===== src/rtl/fpu_result_collector.sv =====
// Registered FPU result collector: issues to one unit slot, waits for its ready
// with a watchdog, and holds the captured result under a valid/ready handshake.
module fpu_result_collector #(
  parameter int                   DATA_W    = 32,
  parameter int                   FLAG_W    = 4,
  parameter int                   NUM_UNITS = 16,
  parameter int                   SEL_W     = 4,
  parameter logic [NUM_UNITS-1:0] UNIT_MASK = 16'h7777,
  parameter int                   TIMEOUT   = 255
) (
  input  logic                        clk,
  input  logic                        rst_n,
  input  logic                        issue_valid,
  output logic                        issue_ready,
  input  logic [SEL_W-1:0]            issue_sel,
  input  logic [NUM_UNITS*DATA_W-1:0] unit_data,
  input  logic [NUM_UNITS*FLAG_W-1:0] unit_flags,
  input  logic [NUM_UNITS-1:0]        unit_ready,
  output logic                        res_valid,
  input  logic                        res_ready,
  output logic [DATA_W-1:0]           res_data,
  output logic [FLAG_W-1:0]           res_flags,
  output logic [SEL_W-1:0]            res_unit,
  output logic                        res_err,
  output logic                        busy
);

  localparam int              CNT_W    = $clog2(TIMEOUT + 1);
  localparam logic [CNT_W-1:0] CNT_LAST = CNT_W'(TIMEOUT - 1);

  typedef enum logic [1:0] {
    ST_IDLE = 2'd0,
    ST_WAIT = 2'd1,
    ST_HOLD = 2'd2
  } state_t;

  state_t             state_q;
  logic [SEL_W-1:0]   sel_q;
  logic [CNT_W-1:0]   cnt_q;
  logic               issue_ready_q;
  logic               busy_q;
  logic               res_valid_q;
  logic               res_err_q;
  logic [DATA_W-1:0]  res_data_q;
  logic [FLAG_W-1:0]  res_flags_q;
  logic [SEL_W-1:0]   res_unit_q;

  // Slot exists and is implemented; out-of-range selects never match any bit.
  function automatic logic slot_ok(input logic [SEL_W-1:0] s);
    logic ok;
    ok = 1'b0;
    for (int i = 0; i < NUM_UNITS; i++) begin
      ok = ok | ((s == SEL_W'(i)) & UNIT_MASK[i]);
    end
    return ok;
  endfunction

  logic [DATA_W-1:0] sel_data_s;
  logic [FLAG_W-1:0] sel_flags_s;
  logic              sel_ready_s;

  assign sel_data_s  = unit_data[int'(sel_q)*DATA_W +: DATA_W];
  assign sel_flags_s = unit_flags[int'(sel_q)*FLAG_W +: FLAG_W];
  assign sel_ready_s = unit_ready[sel_q];

  // Collector FSM with all outputs held in registers
  always_ff @(posedge clk or negedge rst_n) begin
    if (!rst_n) begin
      state_q       <= ST_IDLE;
      sel_q         <= '0;
      cnt_q         <= '0;
      issue_ready_q <= 1'b1;
      busy_q        <= 1'b0;
      res_valid_q   <= 1'b0;
      res_err_q     <= 1'b0;
      res_data_q    <= '0;
      res_flags_q   <= '0;
      res_unit_q    <= '0;
    end else begin
      case (state_q)
        ST_IDLE: begin
          if (issue_valid) begin
            sel_q         <= issue_sel;
            issue_ready_q <= 1'b0;
            busy_q        <= 1'b1;
            if (slot_ok(issue_sel)) begin
              state_q <= ST_WAIT;
              cnt_q   <= '0;
            end else begin
              state_q     <= ST_HOLD;
              res_valid_q <= 1'b1;
              res_err_q   <= 1'b1;
              res_data_q  <= '0;
              res_flags_q <= '0;
              res_unit_q  <= issue_sel;
            end
          end
        end
        ST_WAIT: begin
          // Ready takes priority over the watchdog in the same cycle
          if (sel_ready_s) begin
            state_q     <= ST_HOLD;
            res_valid_q <= 1'b1;
            res_err_q   <= 1'b0;
            res_data_q  <= sel_data_s;
            res_flags_q <= sel_flags_s;
            res_unit_q  <= sel_q;
          end else if (cnt_q == CNT_LAST) begin
            state_q     <= ST_HOLD;
            res_valid_q <= 1'b1;
            res_err_q   <= 1'b1;
            res_data_q  <= '0;
            res_flags_q <= '0;
            res_unit_q  <= sel_q;
          end else begin
            cnt_q <= cnt_q + CNT_W'(1);
          end
        end
        ST_HOLD: begin
          if (res_ready) begin
            state_q       <= ST_IDLE;
            res_valid_q   <= 1'b0;
            issue_ready_q <= 1'b1;
            busy_q        <= 1'b0;
          end
        end
        default: begin
          state_q       <= ST_IDLE;
          res_valid_q   <= 1'b0;
          issue_ready_q <= 1'b1;
          busy_q        <= 1'b0;
        end
      endcase
    end
  end

  assign issue_ready = issue_ready_q;
  assign busy        = busy_q;
  assign res_valid   = res_valid_q;
  assign res_err     = res_err_q;
  assign res_data    = res_data_q;
  assign res_flags   = res_flags_q;
  assign res_unit    = res_unit_q;

endmodule


===== config.mk =====
export PLATFORM = sky130hd
export DESIGN_NAME = fpu_result_collector
export DESIGN_NICKNAME = d
export VERILOG_FILES = /design/src/rtl/fpu_result_collector.sv
export SDC_FILE = /design/constraint.sdc
export NUM_CORES = 1
export LEC_CHECK = 0
export CORE_AREA = 8 8 243 245
export DETAILED_ROUTE_END_ITERATION = 8
export DIE_AREA = 0 0 251 253
export PLACE_DENSITY_LB_ADDON = 0.08
export RECOVER_POWER = 100
export SETUP_SLACK_MARGIN = 0.2
export SLEW_MARGIN = 20
export SYNTH_ARGS = -nofsm -noshare
export SYNTH_HDL_FRONTEND = slang
export SYNTH_SLANG_ARGS = --single-unit

===== constraint.sdc =====
create_clock -name clk -period 7.5 [get_ports clk]
set_clock_uncertainty 0.1 [all_clocks]
set_input_delay 2.25 -clock clk [delete_from_list [all_inputs] [get_ports clk]]
set_output_delay 2.25 -clock clk [all_outputs]
set_load 0.1 [all_outputs]

==> flow_summary.toml <==
# implementation run metrics
[global_route]
grt_pass1_wl_mm = 68.9
grt_pass1_vias = 8609

[worst_setup_path]
cp_cell_sequence = "dlygate4sd3_1 > mux4_2 > mux4_2 > o31ai_1 > buf_6 > buf_4 > a22o_1"
critPathBufInv = 3
path_max_fanout = 20
path_common_cell = "mux4_2"
path_depth = 7
rr_worst_depth = 6
slowest_delay_ps = 1080
crit_end = "res_data[28]"
crit_path_top_delay_cell = "o31ai_1"
critPathTopFamily = "AND-OR/OR-AND gates"

[cells_and_area]
layout-drive-gt1-share_pct = 21.2
final_cell_mix = "596 x clkdlybuf4s50_1, 185 x mux4_2, 53 x dfrtp_1, 43 x dlygate4sd3_1, 36 x a22o_1"
fin_nets = 1643
stdcell_count = 1766
final_util_pct = 25.7
logic_area_um2 = 5050

[place]
pre_cts_ws_ps = 1780
dpl_cell_area_um2 = 14000
place_congestion = 0.792

[synth]
flop_cell = "dfrtp_1"
ys_ff = 58
yosysWarnings = 0
mux_area_share_pct = 62.9
syn_nets = 1034
ys_seq_share_pct = 21.5
yosys.area.top_type = "mux4_2"
synth_xor_xnor_area_share_pct = 0
yosys.area.top_type_share_pct = 61.6
ys_area_um2 = 6770
syn_inst = 432
ys_async_sr_fraction_pct = 100

[clock_tree]
postCtsSetupBuffers = 0
clockRootBuffer = "clkbuf_16"
clock_latency_ps = 340
cts_inserted_buffers = 9

[power_and_ir_drop]
ir_drop_mv = 0.211
total_power_w = 0.00444
p_sw_share_pct = 47.4
p_per_area_nw_per_um2 = 311
top_power_group = "combinational logic"

[timing]
tightest_slew_ps = 2500
fin_ws_ps = 1840
fmax_ghz = 0.177
slew_viol_final = 38
maxSlewHeadroom_pct = -66.5
fin_tns_setup_ps = 0

[routing]
wire_per_inst_um = 28.3
drt-total-wl_mm = 50.0
viasPerCell = 4.08
drcViolationCount = 0

[outcome]
violations = "max-capacitance violations, max-slew violations"
status = "finished with violations"

[hold_path]
worstHoldStart = "res_unit[2]"
holdPathEnd = "res_unit[2]"

[run]
warnings = 27
cap_violations = 2

[die]
die_area_um2 = 63500
fp_util_pct = 12.2
core-area_um2 = 55500
Yosys cell counts, drive strengths merged, types with 3 or more instances:
master,n
clkbuf,29
o211ai,4
inv,7
nor2b,4
nand2,24
o21ai,3
mux4,185
buf,27
nor2,5
dfrtp,57
mux2,8
a21oi,4
a22o,36
nand3,6
o311ai,3
or4,4
metal layers:
layer	vias to the layer above	track usage, %	routed length, µm
met1	3671	16.4	18200
met4	8	3.09	720
met3	32	4.97	3560
li1	3189	-	-
met5	-	0	53
met2	311	28.8	27500
area by class of cell:
type / instances / share of cell area, %
clock inverters: 7 / 0.709
inverters: 7 / 0.184
clock buffers: 9 / 1.58
diodes: 8 / 0.140
flip-flops and latches: 58 / 10.3
repair buffers: 654 / 45.6
multi-input cells: 311 / 35.3
well taps: 712 / 6.23
Figure 1. The clock network.
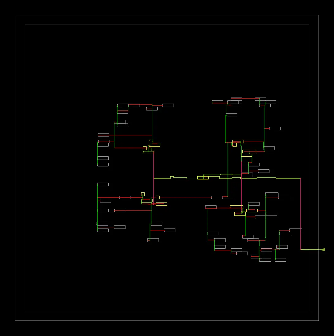
flop count: 58
Clock Power: 0.000468 W
clk sinks: 58

Figure 2. Gate-type map.
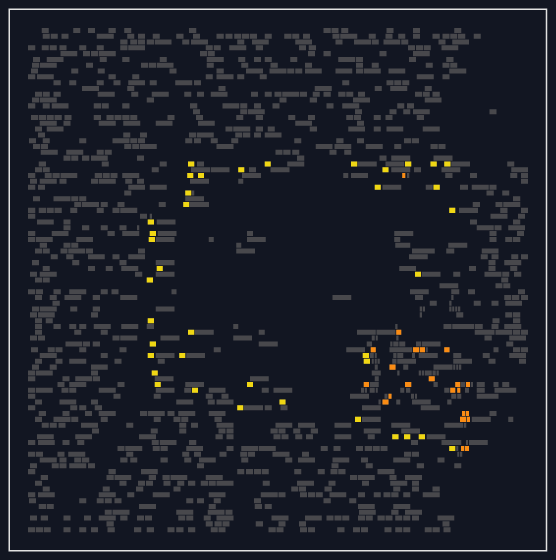
[aoi and oai cells] orange | cells: 22
[non-inverting ao/oa cells] yellow | cells: 39

Figure 3. Clock wires, drivers and flops.
The bar under the picture is 100 µm long.
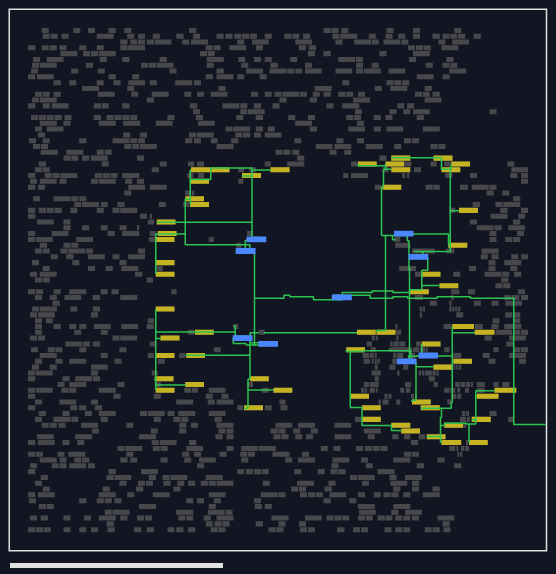
[flip-flops] yellow | count: 58
[clock-net drivers] blue | count: 9
[clock wires] green | length: 1430 µm
routed clock nets: 10

Figure 4. Wires at chosen ports, followed through buffers.
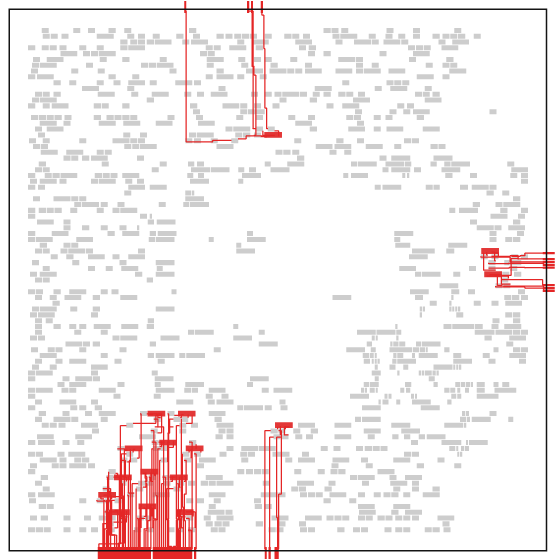
[`unit_flags`] red | bits: 64 | direction: input | edge: 52 bottom, 8 right, 4 top | end cells: 16 | buffers: 64 | wire: 2840 µm

No activity file was given, so power comes from the tool's default toggle rates.
